==> run_1/placement_by_type.png <==
Scale bar: 50 µm. Fill, decap, tap and diode cells in grey.
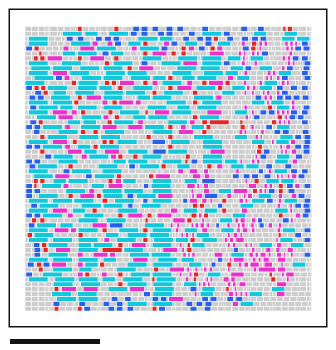
==> run_1/sizes.png <==
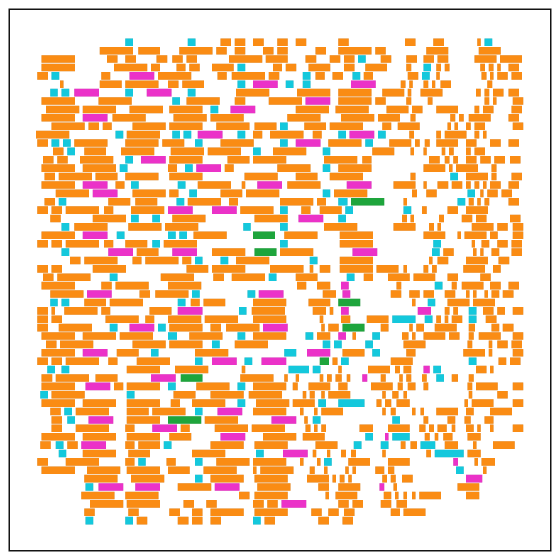
==> run_1/layer_met2.png <==
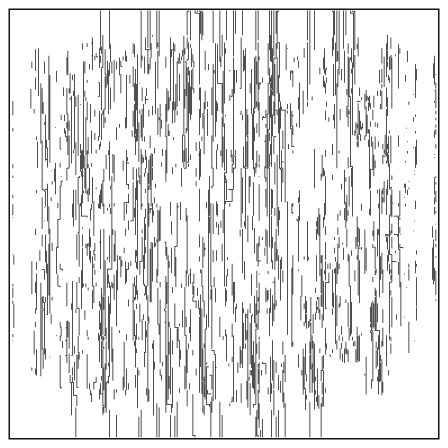
Design apb_master_gen, sky130hd; sources not shown.
==> tab_implementation.tex, run 1 <==
% Yosys + OpenROAD metrics
\begin{tabular}{lr}
\hline
Metric & Value \\
\hline
\multicolumn{2}{l}{\textbf{STA}} \\
Post-Route Setup TNS & 0 ps \\
Min Hold Slack & 451.7 ps \\
Clock Skews & 70.41 ps \\
Worst slew margin relative to its limit & 0.5400 \\
Hold Violations, Final & 0 \\
Period Utilization, post-route & 0.7547 \\
\multicolumn{2}{l}{\textbf{Run status}} \\
Status & finished clean \\
\multicolumn{2}{l}{\textbf{Logic synthesis}} \\
Share of flip-flops with an asynchronous set or reset after synthesis & 0 \\
Simple-gate share of the synthesized area & 0.05739 \\
Most instantiated flip-flop cell in the synthesis netlist & edfxtp\_1 \\
Synthesized registers & 277 \\
Largest family of logic cells by area & multiplexers \\
Post-Syn Area per Cell & 16.58 µm² \\
Number of synthesized flops with an enable pin & 180 \\
AO/OA Area Share & 0.07483 \\
Post-synthesis chip area from yosys & 10120 µm² \\
Cells after Synth & 610 \\
Distinct cell type count of the synthesized netlist & 45 \\
Synth mux share & 0.1022 \\
Largest type area fraction & 0.5343 \\
YS warnings & 0 \\
\multicolumn{2}{l}{\textbf{Clock network}} \\
Total number of H-tree levels & 3 \\
Count of buffers added by post-CTS timing repair for setup & 0 \\
Clock network latency to the later pin of the worst-skew pair & 680 ps \\
\# resized after CTS & 0 \\
CTS root buffer & clkbuf\_4 \\
\multicolumn{2}{l}{\textbf{Route}} \\
Via density & 5.024 \\
Post-route antenna net violation count & 0 \\
1st-pass router iterations & 5 \\
Wire length the detailed router placed on met1 & 10.55 mm \\
Routed wl met2 & 11.47 mm \\
\multicolumn{2}{l}{\textbf{Placed design}} \\
Dpl ws & 563.9 ps \\
Cell area after placement & 12200 µm² \\
Global placement routability congestion & 0.7616 \\
\multicolumn{2}{l}{\textbf{Die}} \\
Fraction of the core area occupied by cells at floorplan & 0.4040 \\
Total number of placement rows & 58 \\
Width of the chip & 175.0 µm \\
Core box area & 25040 µm² \\
Num tapcells & 330 \\
\multicolumn{2}{l}{\textbf{Final layout}} \\
Total inserted antenna cells & 1 \\
Number of signal-net inverters in the final layout & 9 \\
Final clock-cell share & 0.07685 \\
Most common logic cells in the final layout & 180 x edfxtp\_1, 164 x clkdlybuf4s50\_1, 115 x clkbuf\_4 \\
Number of nets in the layout & 926 \\
Number of flip-flops in the largest register & 180 \\
Filler Cell Count & 2441 \\
Combined flip-flop and latch cell area & 7352 µm² \\
Final std cells w/o fill & 1221 \\
Number of clock buffer instances in the layout & 115 \\
\multicolumn{2}{l}{\textbf{Global route}} \\
First-pass GRT wire length & 37.64 mm \\
Number of global-route vias before repair & 6862 \\
Total global routing overflow & 0 \\
Most Used Layer, Global Route & met2 \\
Global routing met1 resource utilization & 0.1906 \\
\multicolumn{2}{l}{\textbf{Critical path}} \\
Buf+Inv Stages, Crit Path & 1 \\
Largest stage delay on the critical path & 600 ps \\
Required time at the endpoint of the critical path & 2850 ps \\
Class of the most critical setup path & reg2out \\
Largest delay contributor family on the critical path & buffers and inverters \\
Sequence of cells on the critical path & nor2\_1 > nand2\_1 > clkdlybuf4s50\_1 \\
Cell count along the critical path & 3 \\
Endpoint kind of the worst setup timing path & output port \\
\multicolumn{2}{l}{\textbf{Hold path}} \\
Cell count of the worst hold path & 2 \\
\multicolumn{2}{l}{\textbf{Power and ir drop}} \\
Clock network power share & 0.319 \\
Sequential power share & 0.450 \\
Switching share of total power & 0.2907 \\
\hline
\end{tabular}
Back to the opening pictures, placement_by_type.png:
| colour | class | cells | share of their area |
|---|---|---|---|
| blue | remaining buffers and delay cells | 181 | 14% |
| red | clock drivers and dummy loads | 135 | 7.9% |
| magenta | combinational and other logic | 297 | 20% |
| cyan | sequential cells | 277 | 57% |
share of cell area taken by flip-flops and latches: 0.5561
utilization of the core after routing: 0.5280

Back to the opening pictures, sizes.png:
| colour | size | cells | share | most used |
|---|---|---|---|---|
| cyan | _3 and _4 cells | 137 | 15% | clkbuf_4 |
| green | _6 and larger | 8 | 0.90% | buf_12 |
| orange | _0 and _1 cells | 688 | 77% | edfxtp_1 |
| magenta | _2 cells | 57 | 6.4% | mux4_2 |
Syn-to-layout area delta: 30.69%
final cell area excluding filler cells: 13220 µm²
number of buffers other than clock buffers in the final layout: 181
worst setup slack after layout: 932.1 ps

Back to the opening pictures, layer_met2.png:
nets with wire on the layer: 848
wire length on this layer: 11500 µm
share of all routed wire: 48%
Final Routed Wirelength: 23.94 mm
met2 usage in global routing: 0.2555
via total after detailed routing: 6134

==> run_1/logic_types.png <==
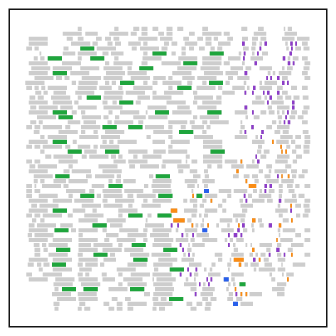

--- run 2 (diff from run 1) ---
Clock period 3.8 ns to 2.9 ns, I/O delays scaled along.
==> run_2/logic_types.png <==
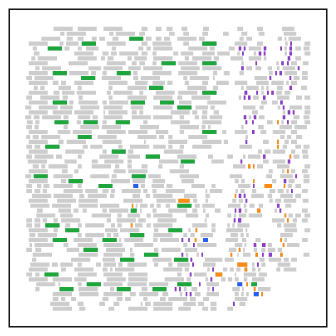
| colour | family | cells |
|---|---|---|
| green | mux cells | 47 |
| blue | xor and xnor cells | 4 |
| orange | nor cells | 31 |
| purple | nand cells | 78 |
most used logic cell in the final layout: edfxtp_1
final std cells w/o fill: 1227
Comb area share: 0.1930

==> run_2/layer_met2.png <==
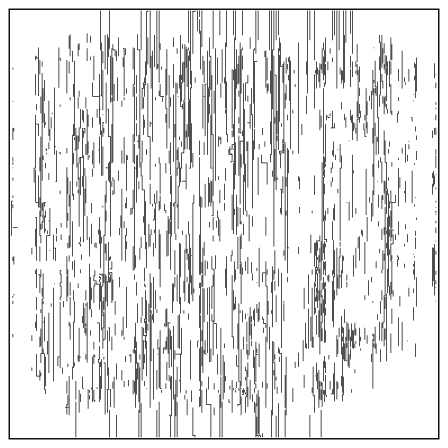
Final Routed Wirelength: 23.99 mm
via total after detailed routing: 6198

==> tab_implementation.tex, run 2 <==
% Yosys + OpenROAD metrics
\begin{tabular}{lr}
\hline
Metric & Value \\
\hline
\multicolumn{2}{l}{\textbf{Clock network}} \\
\# resized after CTS & 0 \\
Clock network latency to the later pin of the worst-skew pair & 650 ps \\
CTS root buffer & clkbuf\_4 \\
Total number of H-tree levels & 3 \\
Count of buffers added by post-CTS timing repair for setup & 0 \\
\multicolumn{2}{l}{\textbf{Die}} \\
Fraction of the core area occupied by cells at floorplan & 0.4040 \\
Core box area & 25040 µm² \\
Width of the chip & 175.0 µm \\
\multicolumn{2}{l}{\textbf{Critical path}} \\
Endpoint kind of the worst setup timing path & output port \\
Required time at the endpoint of the critical path & 2170 ps \\
Class of the most critical setup path & reg2out \\
Largest stage delay on the critical path & 600 ps \\
Cell count along the critical path & 3 \\
Buf+Inv Stages, Crit Path & 1 \\
\multicolumn{2}{l}{\textbf{Global route}} \\
Met2 usage in global routing & 0.2642 \\
Global routing met1 resource utilization & 0.1862 \\
Most Used Layer, Global Route & met2 \\
Number of global-route vias before repair & 6942 \\
\multicolumn{2}{l}{\textbf{Power and ir drop}} \\
Sequential power share & 0.443 \\
Clock network power share & 0.322 \\
Switching share of total power & 0.2871 \\
\multicolumn{2}{l}{\textbf{STA}} \\
Worst slew margin relative to its limit & 0.6012 \\
Post-Route Setup TNS & 0 ps \\
Worst setup slack after layout & 290.2 ps \\
Clock Skews & 41.79 ps \\
Hold Violations, Final & 0 \\
Period Utilization, post-route & 0.8999 \\
Min Hold Slack & 451.3 ps \\
\multicolumn{2}{l}{\textbf{Final layout}} \\
Final clock-cell share & 0.07750 \\
Number of signal-net inverters in the final layout & 9 \\
Syn-to-layout area delta & 31.82\% \\
Number of nets in the layout & 933 \\
Combined flip-flop and latch cell area & 7352 µm² \\
Number of clock buffer instances in the layout & 116 \\
Share of cell area taken by flip-flops and latches & 0.5513 \\
Number of flip-flops in the largest register & 180 \\
Utilization of the core after routing & 0.5326 \\
Total inserted antenna cells & 1 \\
Number of buffers other than clock buffers in the final layout & 188 \\
\multicolumn{2}{l}{\textbf{Route}} \\
Via density & 5.051 \\
Post-route antenna net violation count & 0 \\
Routed wl met2 & 11.75 mm \\
1st-pass router iterations & 4 \\
\multicolumn{2}{l}{\textbf{Logic synthesis}} \\
Number of synthesized flops with an enable pin & 180 \\
Post-synthesis chip area from yosys & 10120 µm² \\
Largest type area fraction & 0.5343 \\
Synth mux share & 0.1022 \\
Largest family of logic cells by area & multiplexers \\
AO/OA Area Share & 0.07483 \\
Share of flip-flops with an asynchronous set or reset after synthesis & 0 \\
Simple-gate share of the synthesized area & 0.05739 \\
Cells after Synth & 610 \\
Post-Syn Area per Cell & 16.58 µm² \\
\multicolumn{2}{l}{\textbf{Run status}} \\
Status & finished clean \\
\multicolumn{2}{l}{\textbf{Placed design}} \\
Global placement routability congestion & 0.7646 \\
\hline
\end{tabular}
Power is estimated from default activity; no workload was simulated.
